File: src/rtl/load_writeback_unit.sv
// load_writeback_unit
//   Final pipeline stage in front of the register-file write port. ALU results
//   retire in one cycle. RV32I loads go through a request/response data-memory
//   handshake with byte/halfword extraction and sign/zero extension. Misaligned
//   addresses, illegal load types and memory timeouts are reported as pulses.
//
// Ports:
//   clk, reset             clock (rising edge), asynchronous active-high reset
//   req_valid/req_ready    retire request handshake (ready only in IDLE)
//   req_is_load            1 = load, 0 = ALU result writeback
//   req_funct3             load type (LB/LH/LW/LBU/LHU)
//   req_rd_addr            destination register
//   req_value              ALU result or load effective address
//   mem_req_valid/ready    data-memory read request handshake
//   mem_addr               word-aligned read address
//   mem_resp_valid/data    read response, full aligned word
//   rf_write_*             registered register-file write port
//   error_*                registered single-cycle error pulses
module load_writeback_unit #(
    parameter int REG_ADDR_WIDTH = 5,
    parameter int DATA_WIDTH     = 32,
    parameter int MEM_TIMEOUT    = 16
) (
    input  logic                      clk,
    input  logic                      reset,
    input  logic                      req_valid,
    output logic                      req_ready,
    input  logic                      req_is_load,
    input  logic [2:0]                req_funct3,
    input  logic [REG_ADDR_WIDTH-1:0] req_rd_addr,
    input  logic [DATA_WIDTH-1:0]     req_value,
    output logic                      mem_req_valid,
    input  logic                      mem_req_ready,
    output logic [DATA_WIDTH-1:0]     mem_addr,
    input  logic                      mem_resp_valid,
    input  logic [DATA_WIDTH-1:0]     mem_resp_data,
    output logic                      rf_write_enable,
    output logic [3:0]                rf_write_width,
    output logic [REG_ADDR_WIDTH-1:0] rf_write_reg_addr,
    output logic [DATA_WIDTH-1:0]     rf_write_data,
    output logic                      error_misaligned,
    output logic                      error_illegal,
    output logic                      error_timeout
);

    localparam int CNT_W = $clog2(MEM_TIMEOUT + 1);

    typedef enum logic [1:0] {
        IDLE,
        MEM_REQ,
        MEM_WAIT
    } state_t;

    state_t state, next_state;

    logic [CNT_W-1:0]          wait_cnt;
    logic [REG_ADDR_WIDTH-1:0] rd_q;
    logic [2:0]                funct3_q;
    logic [1:0]                off_q;

    logic accept;
    logic is_legal;
    logic is_aligned;
    logic timeout_hit;

    logic                      we_nxt;
    logic [3:0]                width_nxt;
    logic [REG_ADDR_WIDTH-1:0] waddr_nxt;
    logic [DATA_WIDTH-1:0]     data_nxt;
    logic                      mis_nxt;
    logic                      ill_nxt;
    logic                      to_nxt;

    logic [DATA_WIDTH-1:0]     byte_shift;
    logic [DATA_WIDTH-1:0]     half_shift;
    logic [7:0]                sel_byte;
    logic [15:0]               sel_half;

    assign req_ready     = (state == IDLE);
    assign mem_req_valid = (state == MEM_REQ);
    assign accept        = req_valid & req_ready;
    assign timeout_hit   = (wait_cnt == CNT_W'(MEM_TIMEOUT - 1));

    // Request decode: legality and alignment of the incoming load.
    always_comb begin
        is_legal   = 1'b0;
        is_aligned = 1'b0;
        case (req_funct3)
            3'b000, 3'b100: begin
                is_legal   = 1'b1;
                is_aligned = 1'b1;
            end
            3'b001, 3'b101: begin
                is_legal   = 1'b1;
                is_aligned = ~req_value[0];
            end
            3'b010: begin
                is_legal   = 1'b1;
                is_aligned = (req_value[1:0] == 2'b00);
            end
            default: begin
                is_legal   = 1'b0;
                is_aligned = 1'b0;
            end
        endcase
    end

    // Lane selection from the aligned response word using the latched offset.
    assign byte_shift = mem_resp_data >> {off_q, 3'b000};
    assign half_shift = mem_resp_data >> {off_q[1], 4'b0000};
    assign sel_byte   = byte_shift[7:0];
    assign sel_half   = half_shift[15:0];

    // State register, request latches, wait counter and registered outputs.
    always_ff @(posedge clk or posedge reset) begin
        if (reset) begin
            state             <= IDLE;
            wait_cnt          <= '0;
            rd_q              <= '0;
            funct3_q          <= '0;
            off_q             <= '0;
            mem_addr          <= '0;
            rf_write_enable   <= 1'b0;
            rf_write_width    <= '0;
            rf_write_reg_addr <= '0;
            rf_write_data     <= '0;
            error_misaligned  <= 1'b0;
            error_illegal     <= 1'b0;
            error_timeout     <= 1'b0;
        end else begin
            state <= next_state;

            if (accept) begin
                rd_q     <= req_rd_addr;
                funct3_q <= req_funct3;
                off_q    <= req_value[1:0];
                mem_addr <= {req_value[DATA_WIDTH-1:2], 2'b00};
            end

            if (state == MEM_REQ && mem_req_ready) begin
                wait_cnt <= '0;
            end else if (state == MEM_WAIT) begin
                wait_cnt <= wait_cnt + 1'b1;
            end

            rf_write_enable  <= we_nxt;
            error_misaligned <= mis_nxt;
            error_illegal    <= ill_nxt;
            error_timeout    <= to_nxt;

            // Payload only moves on a real write; otherwise it holds.
            if (we_nxt) begin
                rf_write_width    <= width_nxt;
                rf_write_reg_addr <= waddr_nxt;
                rf_write_data     <= data_nxt;
            end
        end
    end

    // Next-state logic.
    always_comb begin
        next_state = state;
        case (state)
            IDLE: begin
                if (accept && req_is_load && is_legal && is_aligned) begin
                    next_state = MEM_REQ;
                end
            end
            MEM_REQ: begin
                if (mem_req_ready) begin
                    next_state = MEM_WAIT;
                end
            end
            MEM_WAIT: begin
                if (mem_resp_valid || timeout_hit) begin
                    next_state = IDLE;
                end
            end
            default: next_state = IDLE;
        endcase
    end

    // Output logic: values loaded into the registered outputs next edge.
    always_comb begin
        we_nxt    = 1'b0;
        width_nxt = 4'd4;
        waddr_nxt = rd_q;
        data_nxt  = mem_resp_data;
        mis_nxt   = 1'b0;
        ill_nxt   = 1'b0;
        to_nxt    = 1'b0;
        case (state)
            IDLE: begin
                if (accept) begin
                    if (!req_is_load) begin
                        we_nxt    = (req_rd_addr != '0);
                        waddr_nxt = req_rd_addr;
                        data_nxt  = req_value;
                    end else if (!is_legal) begin
                        ill_nxt = 1'b1;
                    end else if (!is_aligned) begin
                        mis_nxt = 1'b1;
                    end
                end
            end
            MEM_WAIT: begin
                if (mem_resp_valid) begin
                    we_nxt = (rd_q != '0);
                    case (funct3_q)
                        3'b000: data_nxt = {{(DATA_WIDTH-8){sel_byte[7]}}, sel_byte};
                        3'b001: data_nxt = {{(DATA_WIDTH-16){sel_half[15]}}, sel_half};
                        3'b100: begin
                            width_nxt = 4'd1;
                            data_nxt  = {{(DATA_WIDTH-8){1'b0}}, sel_byte};
                        end
                        3'b101: begin
                            width_nxt = 4'd2;
                            data_nxt  = {{(DATA_WIDTH-16){1'b0}}, sel_half};
                        end
                        default: data_nxt = mem_resp_data;
                    endcase
                end else if (timeout_hit) begin
                    to_nxt = 1'b1;
                end
            end
            default: ;
        endcase
    end

endmodule
File: config.mk
export PLATFORM = sky130hd
export DESIGN_NAME = load_writeback_unit
export DESIGN_NICKNAME = d
export VERILOG_FILES = /design/src/rtl/load_writeback_unit.sv
export SDC_FILE = /design/constraint.sdc
export NUM_CORES = 1
export LEC_CHECK = 0
export CORE_MARGIN = 4
export CORE_UTILIZATION = 46
export CTS_CLUSTER_SIZE = 8
export DETAILED_ROUTE_END_ITERATION = 10
export GPL_ROUTABILITY_DRIVEN = 0
export PLACE_DENSITY = 0.81
export SYNTH_ARGS = -nofsm -noshare
export SYNTH_HDL_FRONTEND = slang
export SYNTH_SLANG_ARGS = --single-unit
File: constraint.sdc
create_clock -name clk -period 3.3 [get_ports clk]
set_input_delay 0.33 -clock clk [delete_from_list [all_inputs] [get_ports clk]]
set_output_delay 0.33 -clock clk [all_outputs]
set_load 0.05 [all_outputs]
==> reports/qor.tcl, run 1 <==
set qor(postRouteWirelength_um) 14000
set qor(worstSkewPairLatency_ps) 360
set qor(crit_path_slowest_cell) {sky130_fd_sc_hd__clkdlybuf4s50_1}
set qor(p_leak_nw) 2.55
set qor(grt_setup_unrepaired) {false}
set qor(largest_regs) {rf_write_data: 32 flops, mem_addr: 30 flops}
set qor(netlist_top_cells_area) {sky130_fd_sc_hd__dfrtp_1, sky130_fd_sc_hd__mux2_2, sky130_fd_sc_hd__a2bb2oi_1}
set qor(max_stage_delay_ps) 940
set qor(crit_path_start) {state[1]}
set qor(synth-seq-area-share) 0.490
set qor(post_synth_num_cell_types) 54
set qor(synth_area_leader_cell) {sky130_fd_sc_hd__dfrtp_1}
set qor(via_count) 4140
set qor(timing.final.setup_violations) 0
set qor(slew_headroom) 0.390
set qor(vias_in_the_first_global_route) 4301
set qor(detail_route.drc_violations) 0
set qor(max-clock-path-buffers) 2
set qor(period_needed_ps) 2890
set qor(dieWidth_um) 109
set qor(status) {finished, final reports clean}
set qor(num_antenna_cells) 0
set qor(cts_buffers) 9
set qor(yosys_most_used_dff) {sky130_fd_sc_hd__dfrtp_1}
set qor(clk_pin_slew_ps) 90
set qor(grt-ovfl-total) 0
set qor(grt_first_pass_wirelength_um) 22100
set qor(placed_cells) 674
set qor(drv_cap) 0
set qor(stage_log_warnings) 26
set qor(first_pass_iters) 5
set qor(critical_path.endpoint_type) {output port}
set qor(globalRouteTotalUtil) 0.242
set qor(chip_area_um2) 11800
set qor(most-common-layout-cells) {sky130_fd_sc_hd__clkdlybuf4s50_1, sky130_fd_sc_hd__dfrtp_1, sky130_fd_sc_hd__mux2_2, sky130_fd_sc_hd__nor3_1, sky130_fd_sc_hd__nand2_1}
set qor(antenna_found_initial) 0
set qor(h_tree_depth_reported_by_cts) 3
set qor(finalMaxSlewViolations) 0
set qor(timing_worst_slew_pin_value_ps) 915
set qor(critical_path_arrival_ps) 2560
set qor(synthesis_warning_total) 0
set qor(port-buffer-count) 153
set qor(totalPowerFinal_mw) 4.46
set qor(fillerInstances) 797
set qor(largest_reg_flops) 32
set qor(holdCritPathClass) {input port to asynchronous set/reset pin}
set qor(core.rowCount) 36
set qor(critPathMaxFanout) 17
set qor(vias_per_cell) 6.01
set qor(final.setup.worst_slack_ps) 409
-- run 1: routing by layer --
metal / vias to the layer above / track usage / wire (um)
li1: 1873 / - / -
met1: 2035 / 0.315 / 5660
met2: 210 / 0.393 / 6780
met3: 22 / 0.0549 / 1290
met4: 0 / 0.0938 / 295
met5: - / 0 / 0
-- run 1: worst max-delay path, delay by kind of cell, from the launching register on --
kind	cells	cell delay, ps
and+or+nand+nor	1	670
buffers and inverters	1	940
DFF	1	580
-- run 1: final timing paths --
check,depth (start not counted),slack (ps),to
worst min-delay path,2,390,mem_addr[4]
worst min register to register,1,500,rf_write_width[2]
worst max register to register,4,740,mem_addr[31]
max in group asynchronous,3,2220,rd_q[4]
worst max-delay path,2,410,req_ready
min in group clk,1,500,rf_write_width[2]
-- run 1: logic make-up (layout without fill, tap and decap cells) --
logic type / count (synthesis) / after routing / share of synthesized area
AOI/OAI and AO/OA: 112 / 112 / 0.190
muxes: 58 / 58 / 0.138
other: 1 / 3 / 0.000806
adders and majority gates: 2 / 2 / 0.00538
buffers and inverters: 51 / 188 / 0.0530
and+or+nand+nor: 102 / 102 / 0.123
DFF: 91 / 91 / 0.490
-- run 1: where the power goes --
group	switching, mW	internal, mW
Sequential	0.214	1.39
Clock	0.379	0.291
Combinational	1.36	0.822
-- run 1: cell type report --
| class | instances | area [um^2] | area share |
|---|---|---|---|
| Multi-Input combinational cell | 277 | 2140 | 0.333 |
| Clock buffer | 13 | 149 | 0.0232 |
| Clock inverter | 2 | 12.5 | 0.00195 |
| Sequential cell | 91 | 2280 | 0.355 |
| Inverter | 11 | 42.5 | 0.00664 |
| Timing Repair Buffer | 162 | 1620 | 0.253 |
| Tap cell | 133 | 166 | 0.0260 |
**Run 1: placement density heat map**

Drawn at 3 px/um. 11 x 11 tiles, from black (low) to pale yellow (high), 0 to 100% covered.
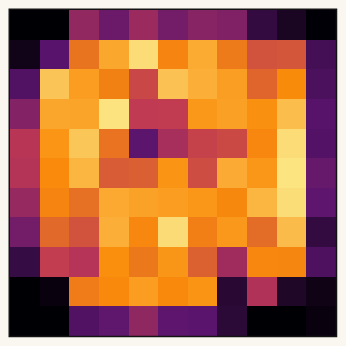
tiles over 75% full	31%
fullest tile	94%
nearly empty tiles	6.6%

**Run 1: clock routing**

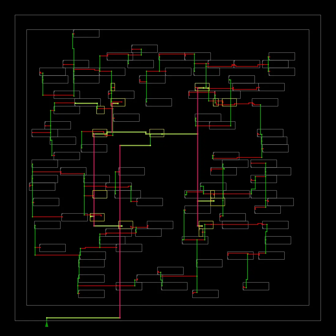
clock group power: 0.670 mW
clock buffer count in the final layout: 13
clock sinks: 91
setup clock skew after layout: 12.3 ps

**Run 1: routed metal, one colour a layer**

Drawn at 2 px/um.
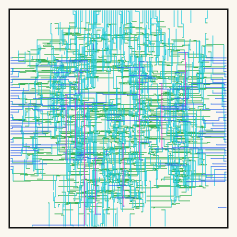
layer	colour	wire length
M3	blue	1290 um
M2	cyan	6780 um
M4	magenta	296 um
M1	green	5660 um

**Run 1: placed cells, one colour a class**

Drawn at 2 px/um.
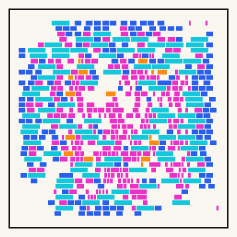
class	colour	cells
registers	cyan	91
clock drivers and dummy loads	orange	15
remaining logic cells	magenta	288
remaining buffers and delay cells	blue	162

==> run 2, diff against run 1 <==
GPL_TIMING_DRIVEN = 0   (was default)
**Run 2: placed cells, one colour a class**

Drawn at 2 px/um.
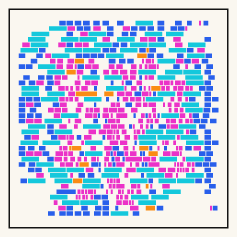
class	colour	cells
remaining logic cells	magenta	288
remaining buffers and delay cells	blue	193
registers	cyan	91
clock drivers and dummy loads	orange	15

**Run 2: clock routing**

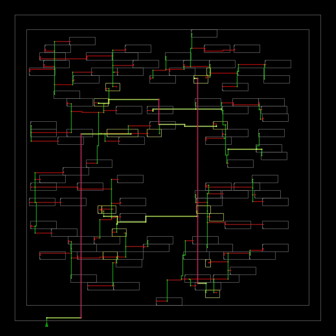
number of sequential cells in the layout: 91
Num CTS Buffers: 9
clock latency of the later-clocked register in the worst-skew pair: 360 ps
clock group power: 0.770 mW

**Run 2: ports around the boundary**

Drawn at 3 px/um. Pins as bars across the die edge, other pins in grey.
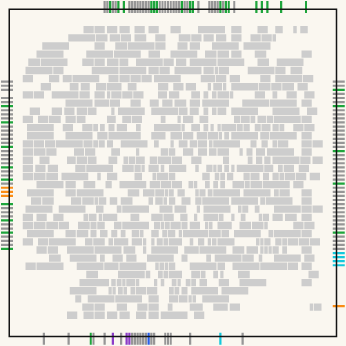
port	colour	pins	direction	edge
req_rd_addr	cyan	5	input	4 right, 1 bottom
rf_write_width	orange	4	output	3 left, 1 right
req_funct3	purple	3	input	bottom
mem_addr	green	32	output	17 top, 9 left, 5 right, 1 bottom
error_misaligned	blue	1	output	bottom

==> reports/qor.tcl, run 2 <==
set qor(via_count) 4352
set qor(slew_headroom) 0.605
set qor(period_needed_ps) 2660
set qor(post_synth_num_cell_types) 54
set qor(placed_cells) 705
set qor(critical_path_arrival_ps) 2330
set qor(ff2ff_path_depth) 6
set qor(vias_per_cell) 6.04
set qor(sequentialPowerShare) 0.343
set qor(max_stage_delay_ps) 890
set qor(cts_num_sinks) 91
set qor(status) {finished, final reports clean}
set qor(critical_path_buf_inv_count) 3
set qor(h_tree_depth_reported_by_cts) 3
set qor(holdPathEnd) {error_timeout}
set qor(worstReg2RegEnd) {rf_write_reg_addr[4]}
set qor(dieWidth_um) 109
set qor(synth-compound-area-share) 0.190
set qor(totalPowerFinal_mw) 4.61
set qor(fillerInstances) 811
set qor(power_report.internal_total_mw) 2.62
set qor(vias_in_the_first_global_route) 4406
set qor(post_synthesis_adder_cell_area_fraction) 0.00538
set qor(ys_sh_simple) 0.123
set qor(holdCritPathClass) {input port to register}
set qor(holdPathStages) 2
set qor(grt_first_pass_wirelength_um) 23500
set qor(worst_path_dominant_cell_family) {buffers and inverters}
[run 2: cell counts after synthesis]
No cell type changed its count.
[run 2: worst register-to-register path, cell delays in order (launching register included)]
cell	delay, ps
sky130_fd_sc_hd__dfrtp_1	360
sky130_fd_sc_hd__buf_2	180
sky130_fd_sc_hd__nor4b_4	510
sky130_fd_sc_hd__o21a_1	350
sky130_fd_sc_hd__buf_2	330
sky130_fd_sc_hd__nor3_1	90
sky130_fd_sc_hd__a31oi_1	180
[run 2: routing by layer]
metal	up-vias	routed length, um	track usage
met5	-	0	0
met4	0	471	0.111
met3	34	1370	0.0603
met2	247	7020	0.408
met1	2145	6150	0.346
li1	1926	-	-
[run 2: power groups by stage]
stage	registers [mW]	logic, mW	clock network [mW]
2_1_floorplan	2.39	0.640	0
3_3_place_gp	1.58	2.22	0
3_5_place_dp	1.60	2.25	0
4_1_cts	1.58	2.26	0.778
5_1_grt	1.62	2.36	0.833
6_report	1.58	2.26	0.770
[run 2: area by class of cell]
| type | instances | area [um^2] | area share |
|---|---|---|---|
| flip-flops and latches | 91 | 2280 | 0.347 |
| multi-input cells | 277 | 2130 | 0.325 |
| repair buffers | 153 | 1550 | 0.236 |
| plain buffers | 40 | 205 | 0.0312 |
| well taps | 133 | 166 | 0.0253 |
| clock buffers | 13 | 159 | 0.0242 |
| inverters | 11 | 43.8 | 0.00667 |
| clock inverters | 2 | 35.0 | 0.00533 |
[run 2: how the worst max path moves through the flow]
stage,from,end,slack (ps),depth (start not counted)
after floorplan,reset,error_illegal,610,1
after global placement,reset,mem_addr[17],-770,2
after detailed placement,req_is_load,rf_write_data[23],840,8
after CTS,state[0],req_ready,630,4
after global routing,state[0],req_ready,530,4
final,state[0],req_ready,640,4
Power is estimated from default activity; no workload was simulated.
